File: src/rtl/reg_write_port.sv
// reg_write_port: write port of a 32 x 32-bit register file with a hardwired-zero register 0.
//
// Ports:
//   clk         - single clock, all state updates on its rising edge
//   rst         - synchronous active-high reset
//   wr_en       - write request
//   wr_addr     - destination register index (0..31)
//   wr_data     - write data
//   regs_out    - all registers flattened, register k at [32*k+31:32*k]
//   dec_out     - combinational one-hot decode of wr_addr gated by wr_en
//   wr_ack      - one-cycle pulse after each committed write
//   wr_ack_addr - index of the most recently committed write
//   wr_count    - committed writes since reset, wraps at 16 bits
module reg_write_port (
    input  logic           clk,
    input  logic           rst,
    input  logic           wr_en,
    input  logic [4:0]     wr_addr,
    input  logic [31:0]    wr_data,
    output logic [1023:0]  regs_out,
    output logic [31:0]    dec_out,
    output logic           wr_ack,
    output logic [4:0]     wr_ack_addr,
    output logic [15:0]    wr_count
);

    // Register 0 has no storage; it is tied to zero on regs_out.
    logic [31:0] regs_q [1:31];
    logic        wr_ack_q;
    logic        wr_ack_d;
    logic [4:0]  wr_ack_addr_q;
    logic [4:0]  wr_ack_addr_d;
    logic [15:0] wr_count_q;
    logic [15:0] wr_count_d;

    // Demux tree, MSB at the root and LSB at the leaves, so leaf index equals wr_addr.
    logic [1:0]  lvl1;
    logic [3:0]  lvl2;
    logic [7:0]  lvl3;
    logic [15:0] lvl4;
    logic        commit;

    always_comb begin
        lvl1 = {wr_en & wr_addr[4], wr_en & ~wr_addr[4]};
        lvl2 = '0;
        lvl3 = '0;
        lvl4 = '0;
        dec_out = '0;
        for (int i = 0; i < 2; i++) begin
            lvl2[2*i+1] = lvl1[i] & wr_addr[3];
            lvl2[2*i]   = lvl1[i] & ~wr_addr[3];
        end
        for (int i = 0; i < 4; i++) begin
            lvl3[2*i+1] = lvl2[i] & wr_addr[2];
            lvl3[2*i]   = lvl2[i] & ~wr_addr[2];
        end
        for (int i = 0; i < 8; i++) begin
            lvl4[2*i+1] = lvl3[i] & wr_addr[1];
            lvl4[2*i]   = lvl3[i] & ~wr_addr[1];
        end
        for (int i = 0; i < 16; i++) begin
            dec_out[2*i+1] = lvl4[i] & wr_addr[0];
            dec_out[2*i]   = lvl4[i] & ~wr_addr[0];
        end
    end

    // Writes to index 0 are dropped and never acknowledged or counted.
    assign commit = |dec_out[31:1];

    always_comb begin
        wr_ack_d      = commit;
        wr_ack_addr_d = wr_ack_addr_q;
        wr_count_d    = wr_count_q;
        if (commit) begin
            wr_ack_addr_d = wr_addr;
            wr_count_d    = wr_count_q + 16'd1;
        end
    end

    always_ff @(posedge clk) begin
        if (rst) begin
            for (int k = 1; k < 32; k++) begin
                regs_q[k] <= '0;
            end
            wr_ack_q      <= 1'b0;
            wr_ack_addr_q <= '0;
            wr_count_q    <= '0;
        end else begin
            for (int k = 1; k < 32; k++) begin
                if (dec_out[k]) begin
                    regs_q[k] <= wr_data;
                end
            end
            wr_ack_q      <= wr_ack_d;
            wr_ack_addr_q <= wr_ack_addr_d;
            wr_count_q    <= wr_count_d;
        end
    end

    always_comb begin
        regs_out = '0;
        for (int k = 1; k < 32; k++) begin
            regs_out[32*k +: 32] = regs_q[k];
        end
    end

    assign wr_ack      = wr_ack_q;
    assign wr_ack_addr = wr_ack_addr_q;
    assign wr_count    = wr_count_q;

endmodule

File: config.mk
export PLATFORM = sky130hd
export DESIGN_NAME = reg_write_port
export DESIGN_NICKNAME = d
export VERILOG_FILES = /design/src/rtl/reg_write_port.sv
export SDC_FILE = /design/constraint.sdc
export NUM_CORES = 1
export LEC_CHECK = 0
export CORE_AREA = 4 4 436 438
export CTS_BUF_LIST = sky130_fd_sc_hd__clkbuf_8 sky130_fd_sc_hd__clkbuf_16
export DETAILED_ROUTE_END_ITERATION = 10
export DIE_AREA = 0 0 440 442
export SYNTH_ARGS = -nofsm -noshare
export SYNTH_HDL_FRONTEND = slang
export SYNTH_SLANG_ARGS = --single-unit
File: constraint.sdc
create_clock -name clk -period 2.8 [get_ports clk]
set_input_delay 0.42 -clock clk [delete_from_list [all_inputs] [get_ports clk]]
set_output_delay 0.42 -clock clk [all_outputs]
set_load 0.02 [all_outputs]
run_1/met1.png
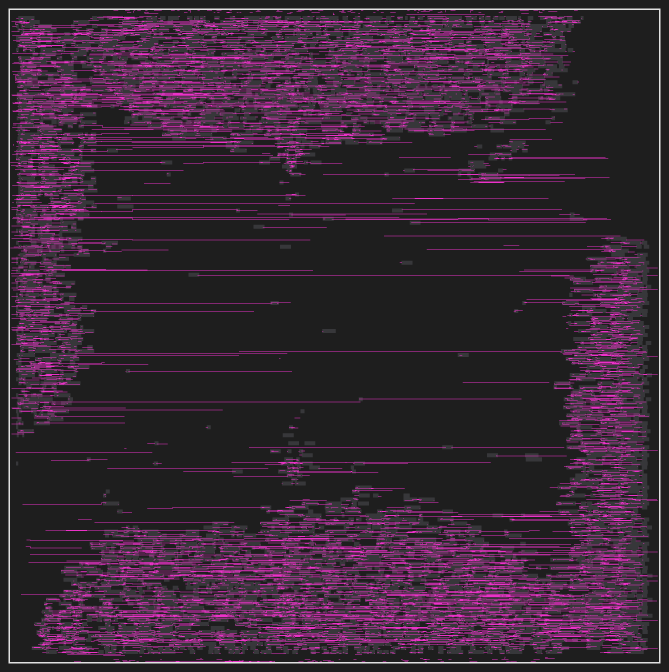
The wires run mostly horizontal. The longest straight run is 252 um.

run_1/met2.png
Scale bar: 100 um.
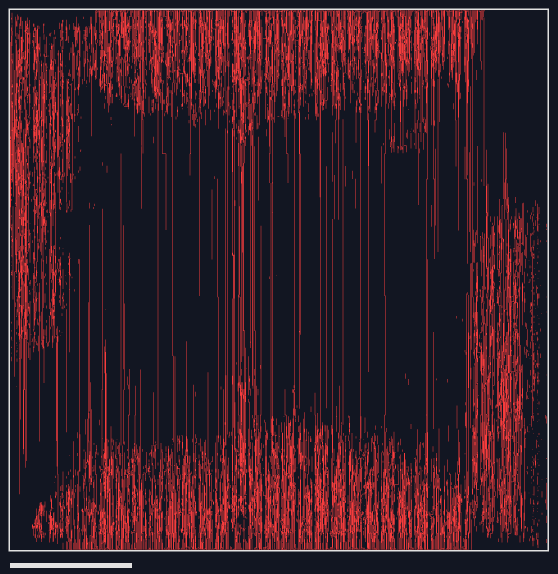
The wires run mostly vertical. The layer carries 89.3 mm of wire. The layer holds 50% of the routed length.

==> impl_metrics.env, run 1 <==
# physical design summary
export IMPL_comb_area_share_pct=13.2
export IMPL_drc=0
export IMPL_crit_required_ns=2.38
export IMPL_p_leak_nw=20.7
export IMPL_power_leader="registers"
export IMPL_nFillCells=18600
export IMPL_synthTopCellsByCount="993 x and2_1, 992 x edfxtp_1, 190 x clkbuf_1"
export IMPL_cp_depth=8
export IMPL_die_y_um=442
export IMPL_synth_cell_type_count=40
export IMPL_final_clk_cell_share_pct=6.06
export IMPL_crit_type="input pin to output port"
export IMPL_clock_latency_ns=0.75
export IMPL_hpwl_um=127000
export IMPL_worstHoldPathType="input pin to register"
export IMPL_top_cells_by_area="edfxtp_1 77%, and2_1 16%, clkbuf_1 1.8%"
export IMPL_buf_share_pct=22.9
export IMPL_r2r_end="wr_count[11]"
export IMPL_rrSetupSlack_ns=1.14
export IMPL_cts_path_max_buffers=3
export IMPL_aoi_share_pct=0.589
export IMPL_crit_end="dec_out[20]"
export IMPL_cpMaxStageDelayCell="clkdlybuf4s50_1"
export IMPL_grt_pass1_vias=25100
export IMPL_inverters=7
export IMPL_port_buffers=1085
export IMPL_setup_viol=0
export IMPL_critPathCaptureType="output port"
export IMPL_xor_share_pct=0.113
export IMPL_largest_reg_flops=992
export IMPL_largest_area_cell="edfxtp_1"
export IMPL_rsz0062_at_grt="no"
export IMPL_place_area_sq_mm=0.0542
export IMPL_htree_levels=3
export IMPL_preCtsSetupSlack_ns=-0.172
export IMPL_synth_flops=1014
export IMPL_status="completed"
export IMPL_start_kind="input pin"
export IMPL_p_sw_share_pct=25.9
export IMPL_rows=159
export IMPL_antenna_found_initial=39
export IMPL_drv_slew=0
export IMPL_logic_area_sq_mm=0.00764
export IMPL_adder_share_pct=0.0324
export IMPL_pg_comb_mw=4.61
export IMPL_drive_gt1_share_pct=12.1
export IMPL_power_frac_comb_pct=12.6
export IMPL_edf_count=992
export IMPL_top_cell="and2_1"
export IMPL_critPathLaunch="wr_addr[1]"
export IMPL_lay_top_count="clkdlybuf4s50_1"
export IMPL_yosys_cells=2451
export IMPL_finalCriticalPeriod_ns=2.78
export IMPL_regMostFlops="regs_q"
export IMPL_fp_dieW_um=440
export IMPL_power_frac_seq_pct=48.5
export IMPL_crit_buf_inv=6
export IMPL_max_slew_margin_pct=32.1
export IMPL_cts_sinks=1014
export IMPL_sh_seq_area_pct=52.3
export IMPL_crit_family="buffers and inverters"
export IMPL_postRouteWirelength_um=178000
export IMPL_critPathMaxStageDelay_ns=0.61
export IMPL_grt_use_total_pct=17.7
export IMPL_power_frac_clock_pct=38.9
export IMPL_maxCapViolations=0
export IMPL_min_from="wr_data[26]"
export IMPL_syn_inst=2451
run_1/met3.png
Scale bar: 100 um.
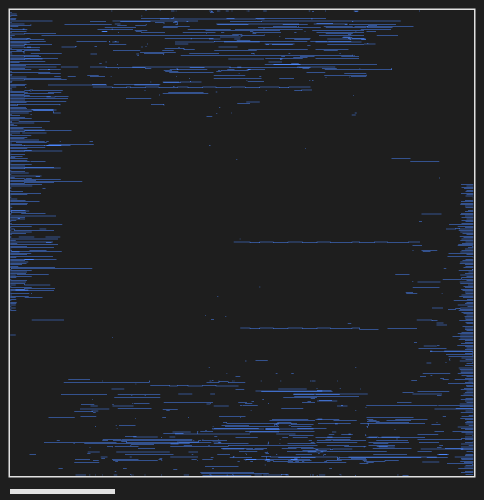
The wires run mostly horizontal. The layer carries 17200 um of wire.

==> run 1: stage by stage <==
step	utilization [%]	instances	power, mW	TNS [ns]	hold WS, ns
3_3_place_gp	29.0	6001	22.7	-3.62	0.449
5_1_grt	30.9	6207	37.7	0	0.193
2_1_floorplan	-	2482	19.7	0	0.533
3_5_place_dp	29.0	6001	22.7	-6.77	0.458
6_report	31.0	6229	36.6	0	0.254
4_1_cts	30.9	6206	37.0	0	0.182
==> run 1: layer usage <==
| metal | GRT usage (%) | vias up | wire length [um] |
|---|---|---|---|
| met5 | 0 | - | 12 |
| met4 | 8.84 | 2 | 10000 |
| met3 | 4.24 | 324 | 17200 |
| met2 | 30.6 | 1549 | 89300 |
| met1 | 20.2 | 13000 | 61400 |
| li1 | - | 10700 | - |
run_1/met4.png
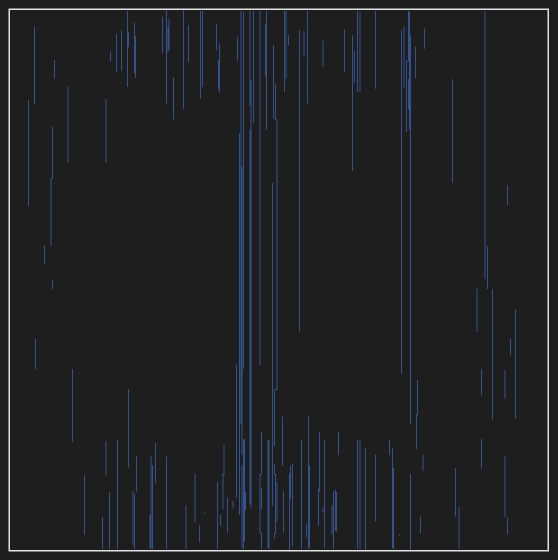

==> run 2, diff against run 1 <==
--- a/config.mk
+++ b/config.mk
@@ -9,6 +9,7 @@
 export CTS_BUF_LIST = sky130_fd_sc_hd__clkbuf_8 sky130_fd_sc_hd__clkbuf_16
 export DETAILED_ROUTE_END_ITERATION = 10
 export DIE_AREA = 0 0 440 442
+export GPL_TIMING_DRIVEN = 0
 export SYNTH_ARGS = -nofsm -noshare
 export SYNTH_HDL_FRONTEND = slang
 export SYNTH_SLANG_ARGS = --single-unit
run_2/met4.png
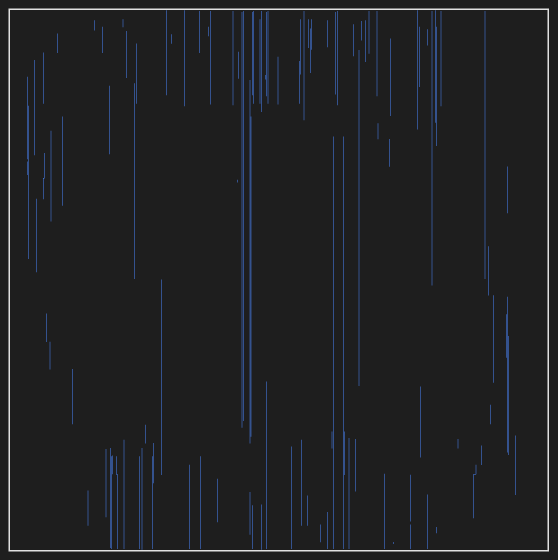
The longest straight run is 340 um. The wires run mostly vertical. 83 nets have wire on it.

==> run 2 against run 1 <==
The run now ends with capacitance limit, setup timing left. Area after synthesis is the same. Clock skew shrank 0.0015 ns. Wire length grew 4.8%. Cell count grew 1.0%. Largest cell class unchanged.
==> impl_metrics.env, run 2 <==
# physical design summary
export IMPL_max_slew_margin_pct=0.471
export IMPL_grt_met2_usage_pct=32.1
export IMPL_cts_setup_buffers=3
export IMPL_start_kind="input pin"
export IMPL_rrSetupSlack_ns=1.02
export IMPL_cpMaxStageDelayCell="nor3_1"
export IMPL_final_core_util_pct=30.3
export IMPL_finalCriticalPeriod_ns=3.01
export IMPL_crit_buf_inv=3
export IMPL_hold_violations=0
export IMPL_power_frac_clock_pct=39.2
export IMPL_final_cell_mix="1057 x clkdlybuf4s50_1, 993 x and2_1, 992 x edfxtp_1"
export IMPL_r2r_end="wr_count[11]"
export IMPL_total_power_mw=36.6
export IMPL_crit_required_ns=3.41
export IMPL_synth_flops=1014
export IMPL_use_met1_pct=20.6
export IMPL_grt_max_degree=33
export IMPL_rows=159
export IMPL_power_leader="registers"
export IMPL_critPathLaunch="wr_addr[3]"
export IMPL_setup_viol=20
export IMPL_syn_inst=2451
export IMPL_worstHoldPathType="input pin to register"
export IMPL_grt_pass1_vias=25000
export IMPL_rsz0062_at_grt="no"
export IMPL_holdPathEnd="wr_ack_addr[4]"
export IMPL_largest_area_cell="edfxtp_1"
export IMPL_globalRouteOverflowTotal=0
export IMPL_final_clk_cell_share_pct=6.16
export IMPL_top_cells_by_area="edfxtp_1 77%, and2_1 16%, clkbuf_1 1.8%"
export IMPL_yosys_area_top_type_share_pct=77.0
export IMPL_ys_area_sq_mm=0.0387
export IMPL_p_sw_share_pct=26.2
export IMPL_logic_area_sq_mm=0.00757
export IMPL_fin_nets=3733
export IMPL_xor_share_pct=0.113
export IMPL_grt_pass1_wl_um=239000
export IMPL_drv_slew=0
export IMPL_num_antenna_cells=21
export IMPL_regArea_sq_mm=0.0302
export IMPL_power_density_mw_per_mm2=646
export IMPL_clock_skew_ns=0.0379
export IMPL_clock_latency_ns=0.76
export IMPL_power_frac_seq_pct=48.6
export IMPL_p_int_mw=27.0
export IMPL_cts_buffers=110
export IMPL_aoi_share_pct=0.589
export IMPL_tool_warnings=27
export IMPL_fp_dieW_um=440
export IMPL_buffers=1339
export IMPL_dieArea_sq_mm=0.194
export IMPL_r2r_start="wr_count[5]"
export IMPL_nClkBuffers=114
export IMPL_inverters=7
export IMPL_synthTopCellsByCount="993 x and2_1, 992 x edfxtp_1, 190 x clkbuf_1"
export IMPL_synth_async_reset_ratio_pct=0
export IMPL_drc=0
export IMPL_htree_levels=3
export IMPL_setup_ws_ns=-0.215
export IMPL_antenna_found_initial=49
export IMPL_largest_reg_flops=992
export IMPL_min_from="wr_addr[4]"
export IMPL_synth_cell_type_count=40
export IMPL_grt_util_met3_pct=6.10
export IMPL_regMostFlops="regs_q"
export IMPL_lay_top_count="clkdlybuf4s50_1"
export IMPL_highest_layer="met5"
export IMPL_ir_drop_uv=515
export IMPL_edf_count=992
export IMPL_adder_share_pct=0.0324
export IMPL_nFillCells=18800
export IMPL_cts_path_max_buffers=3
export IMPL_crit_type="input pin to register"
export IMPL_wl_met2_um=94100
export IMPL_yosys_cells=2451
export IMPL_comb_area_share_pct=13.4
export IMPL_r2r_cells=5
export IMPL_crit_family="simple AND/OR/NAND/NOR gates"
export IMPL_p_leak_nw=19.9
export IMPL_drive_gt1_share_pct=7.76
export IMPL_maxCapViolations=1
export IMPL_critPathMaxStageDelay_ns=1.22
export IMPL_cts_sinks=1014
export IMPL_critPathCaptureType="register"
export IMPL_floorplanUtilization_pct=20.7
export IMPL_sh_seq_area_pct=53.4
export IMPL_crit_end="regs_q[0][851]"
export IMPL_violations="capacitance limit, setup timing"
export IMPL_top_cell="and2_1"
export IMPL_cts_tree="done"
export IMPL_io_pins=1118
export IMPL_postRouteWirelength_um=187000
export IMPL_ys_sh_mux_pct=0.0259
export IMPL_cp_depth=6
export IMPL_grt_busiest_layer="met2"
export IMPL_place_congestion=0.853
export IMPL_m1WireLength_um=65700
export IMPL_drtAntennaViolNets=0
export IMPL_wl_per_cell_um=29.6
export IMPL_buf_share_pct=21.4
export IMPL_hpwl_um=142000
export IMPL_status="complete, but fails checks"
export IMPL_whs_path_depth=3
export IMPL_pg_comb_mw=4.47
export IMPL_grt_use_total_pct=18.5
export IMPL_dr_wl_met3_um=18600
export IMPL_n_tap_cell=2495
export IMPL_holdBufCountCts=0
export IMPL_die_y_um=442
export IMPL_cts_resized=43
export IMPL_power_frac_comb_pct=12.2
export IMPL_port_buffers=1083
==> run 2: cell types whose count changed in the layout (fill, tap and decap cells not counted), moves of 8 or more <==
cell and change:
dlymetal6s2s_1 -8, clkbuf_2 +17, buf_2 -22, nor3_2 -16, nor3_1 +17, buf_4 -65, buf_12 -87, clkbuf_1 +184
clkinv_1 -9, clkdlybuf4s50_1 +33
==> run 2: metrics by stage <==
step                      TNS [ns]  hold WS [ns]  instance area [sq um]  cells  setup slack (ns)
after floorplan                  0         0.533                  38800   2482             0.348
after global placement    -2295.39         0.449                  52700   6060             -2.79
after detailed placement  -2016.17         0.448                  53000   6071             -1.76
after CTS                        0         0.115                  56500   6269           0.00879
after global routing             0         0.163                  56600   6275           0.00173
final                        -2.43         0.220                  56600   6291            -0.215
run_2/final_clocks.png
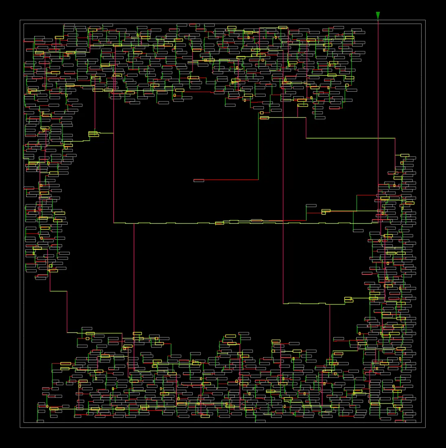

==> run 3, diff against run 2 <==
--- a/config.mk
+++ b/config.mk
@@ -5,11 +5,14 @@
 export SDC_FILE = /design/constraint.sdc
 export NUM_CORES = 1
 export LEC_CHECK = 0
-export CORE_AREA = 4 4 436 438
+export CELL_PAD_IN_SITES_DETAIL_PLACEMENT = 1
+export CELL_PAD_IN_SITES_GLOBAL_PLACEMENT = 2
+export CORE_AREA = 4 4 433 435
 export CTS_BUF_LIST = sky130_fd_sc_hd__clkbuf_8 sky130_fd_sc_hd__clkbuf_16
 export DETAILED_ROUTE_END_ITERATION = 10
-export DIE_AREA = 0 0 440 442
+export DIE_AREA = 0 0 437 439
 export GPL_TIMING_DRIVEN = 0
+export PLACE_DENSITY_LB_ADDON = 0.1
 export SYNTH_ARGS = -nofsm -noshare
 export SYNTH_HDL_FRONTEND = slang
 export SYNTH_SLANG_ARGS = --single-unit
run_3/final_clocks.png
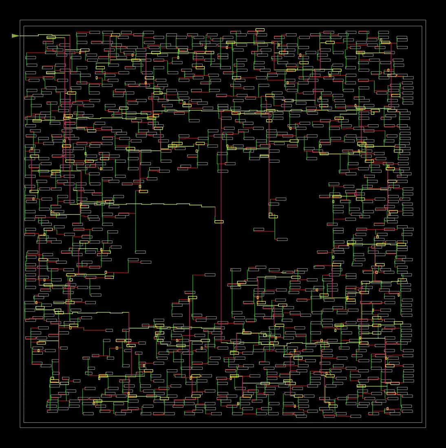
flop count: 1014
Worst-Skew Late Latency: 0.76 ns
number of buffers created by CTS: 133
Sink Count: 1014
Clock Skews: 0.00840 ns

==> run 3 against run 2 <==
The flow finishes with violations (setup timing). Via count fell by 2.8%. Fmax rose by 6.8%. Sequential share of layout area fell by 0.40 points. Synthesized cell count did not move. Area after synthesis did not move. Sequential cell count did not move. Count of clock-buffer cells in the layout rose by 22. Register-to-register slack got worse by 0.09 ns. Cell count barely moved. Core utilization rose by 0.82 points. Non-clock buffer count did not move. Highest routed layer unchanged.
==> impl_metrics.env, run 3 <==
# physical design summary
export IMPL_top_cells_by_area="edfxtp_1 77%, and2_1 16%, clkbuf_1 1.8%"
export IMPL_r2r_end="wr_count[11]"
export IMPL_regMostFlops="regs_q"
export IMPL_maxCapViolations=0
export IMPL_grt_max_degree=33
export IMPL_fp_dieW_um=437
export IMPL_syn_inst=2451
export IMPL_total_power_mw=38.1
export IMPL_htree_levels=4
export IMPL_io_pins=1118
export IMPL_power_frac_seq_pct=46.6
export IMPL_logic_area_sq_mm=0.00762
export IMPL_drc=0
export IMPL_drtAntennaViolNets=0
export IMPL_nFillCells=19400
export IMPL_crit_family="buffers and inverters"
export IMPL_aoi_share_pct=0.589
export IMPL_buf_share_pct=21.2
export IMPL_p_sw_share_pct=26.6
export IMPL_yosys_cells=2451
export IMPL_globalRouteOverflowTotal=0
export IMPL_sh_seq_area_pct=53.0
export IMPL_tool_warnings=29
export IMPL_grt_pass1_vias=25900
export IMPL_cts_tree="done"
export IMPL_crit_type="input pin to register"
export IMPL_final_clk_cell_share_pct=6.83
export IMPL_power_density_mw_per_mm2=669
export IMPL_floorplanUtilization_pct=21.1
export IMPL_hold_violations=0
export IMPL_finalInstanceArea_sq_mm=0.0570
export IMPL_grt_use_total_pct=20.6
export IMPL_ir_drop_uv=543
export IMPL_n_tap_cell=2464
export IMPL_rsz0062_at_grt="yes"
export IMPL_final_cells=6286
export IMPL_power_leader="registers"
export IMPL_dp_cells=6042
export IMPL_grt_pass1_wl_um=262000
export IMPL_worstHoldPathType="input pin to register"
export IMPL_adder_share_pct=0.0324
export IMPL_power_frac_clock_pct=41.4
export IMPL_setup_ws_ns=-0.0237
export IMPL_critPathMaxStageDelay_ns=0.92
export IMPL_largest_area_cell="edfxtp_1"
export IMPL_num_antenna_cells=20
export IMPL_pg_comb_mw=4.59
export IMPL_lay_top_count="clkdlybuf4s50_1"
export IMPL_comb_area_share_pct=13.4
export IMPL_wl_per_cell_um=32.4
export IMPL_finalCriticalPeriod_ns=2.82
export IMPL_p_int_mw=28.0
export IMPL_fin_nets=3756
export IMPL_r2r_start="wr_count[5]"
export IMPL_port_buffers=1083
export IMPL_synth_async_reset_ratio_pct=0
export IMPL_critPathLaunch="rst"
export IMPL_die_y_um=439
export IMPL_xor_share_pct=0.113
export IMPL_place_area_sq_mm=0.0530
export IMPL_hpwl_um=152000
export IMPL_edf_count=992
export IMPL_drv_slew=0
export IMPL_final_cell_mix="1046 x clkdlybuf4s50_1, 993 x and2_1, 992 x edfxtp_1"
export IMPL_holdWs_ns=0.141
export IMPL_cpMaxStageDelayCell="or2_2"
export IMPL_cts_path_max_buffers=3
export IMPL_crit_buf_inv=3
export IMPL_ys_area_sq_mm=0.0387
export IMPL_preCtsSetupSlack_ns=-1.69
export IMPL_buffers=1339
export IMPL_status="complete, but fails checks"
export IMPL_violations="setup timing"
export IMPL_cts_setup_buffers=2
export IMPL_crit_end="regs_q[0][418]"
export IMPL_ys_sh_mux_pct=0.0259
export IMPL_cts_resized=82
export IMPL_p_leak_nw=20.1
export IMPL_final_core_util_pct=31.1
export IMPL_holdBufCountCts=0
export IMPL_setup_viol=5
export IMPL_largest_reg_flops=992
export IMPL_regArea_sq_mm=0.0302
export IMPL_dieArea_sq_mm=0.192
export IMPL_power_frac_comb_pct=12.0
export IMPL_max_slew_margin_pct=6.30
export IMPL_synth_cell_type_count=40
export IMPL_start_kind="input pin"
export IMPL_rrSetupSlack_ns=0.93
export IMPL_critPathCaptureType="register"
run 3: layer usage:
metal	up-vias	global-route usage, %	share of wire [%]
met2	930	37.9	53
met1	13100	22.2	36
met5	-	0	0.0049
li1	10900	-	-
met3	234	6.86	7.7
met4	2	6.43	3.2
run 3: worst min-delay path by stage:
stage | startpoint | end | slack (ns) | cells past startpoint
finish | wr_addr[1] | wr_ack_addr[1] | 0.14 | 3
global route | wr_addr[1] | wr_ack_addr[1] | 0.12 | 3
CTS | wr_addr[4] | wr_ack_addr[4] | 0.18 | 3
detailed placement | wr_ack_addr[1] | wr_ack_addr[1] | 0.45 | 2
global placement | wr_ack_addr[0] | wr_ack_addr[0] | 0.45 | 2
floorplan | wr_ack_addr[0] | wr_ack_addr[0] | 0.53 | 2
Power and IR drop assume default switching activity.
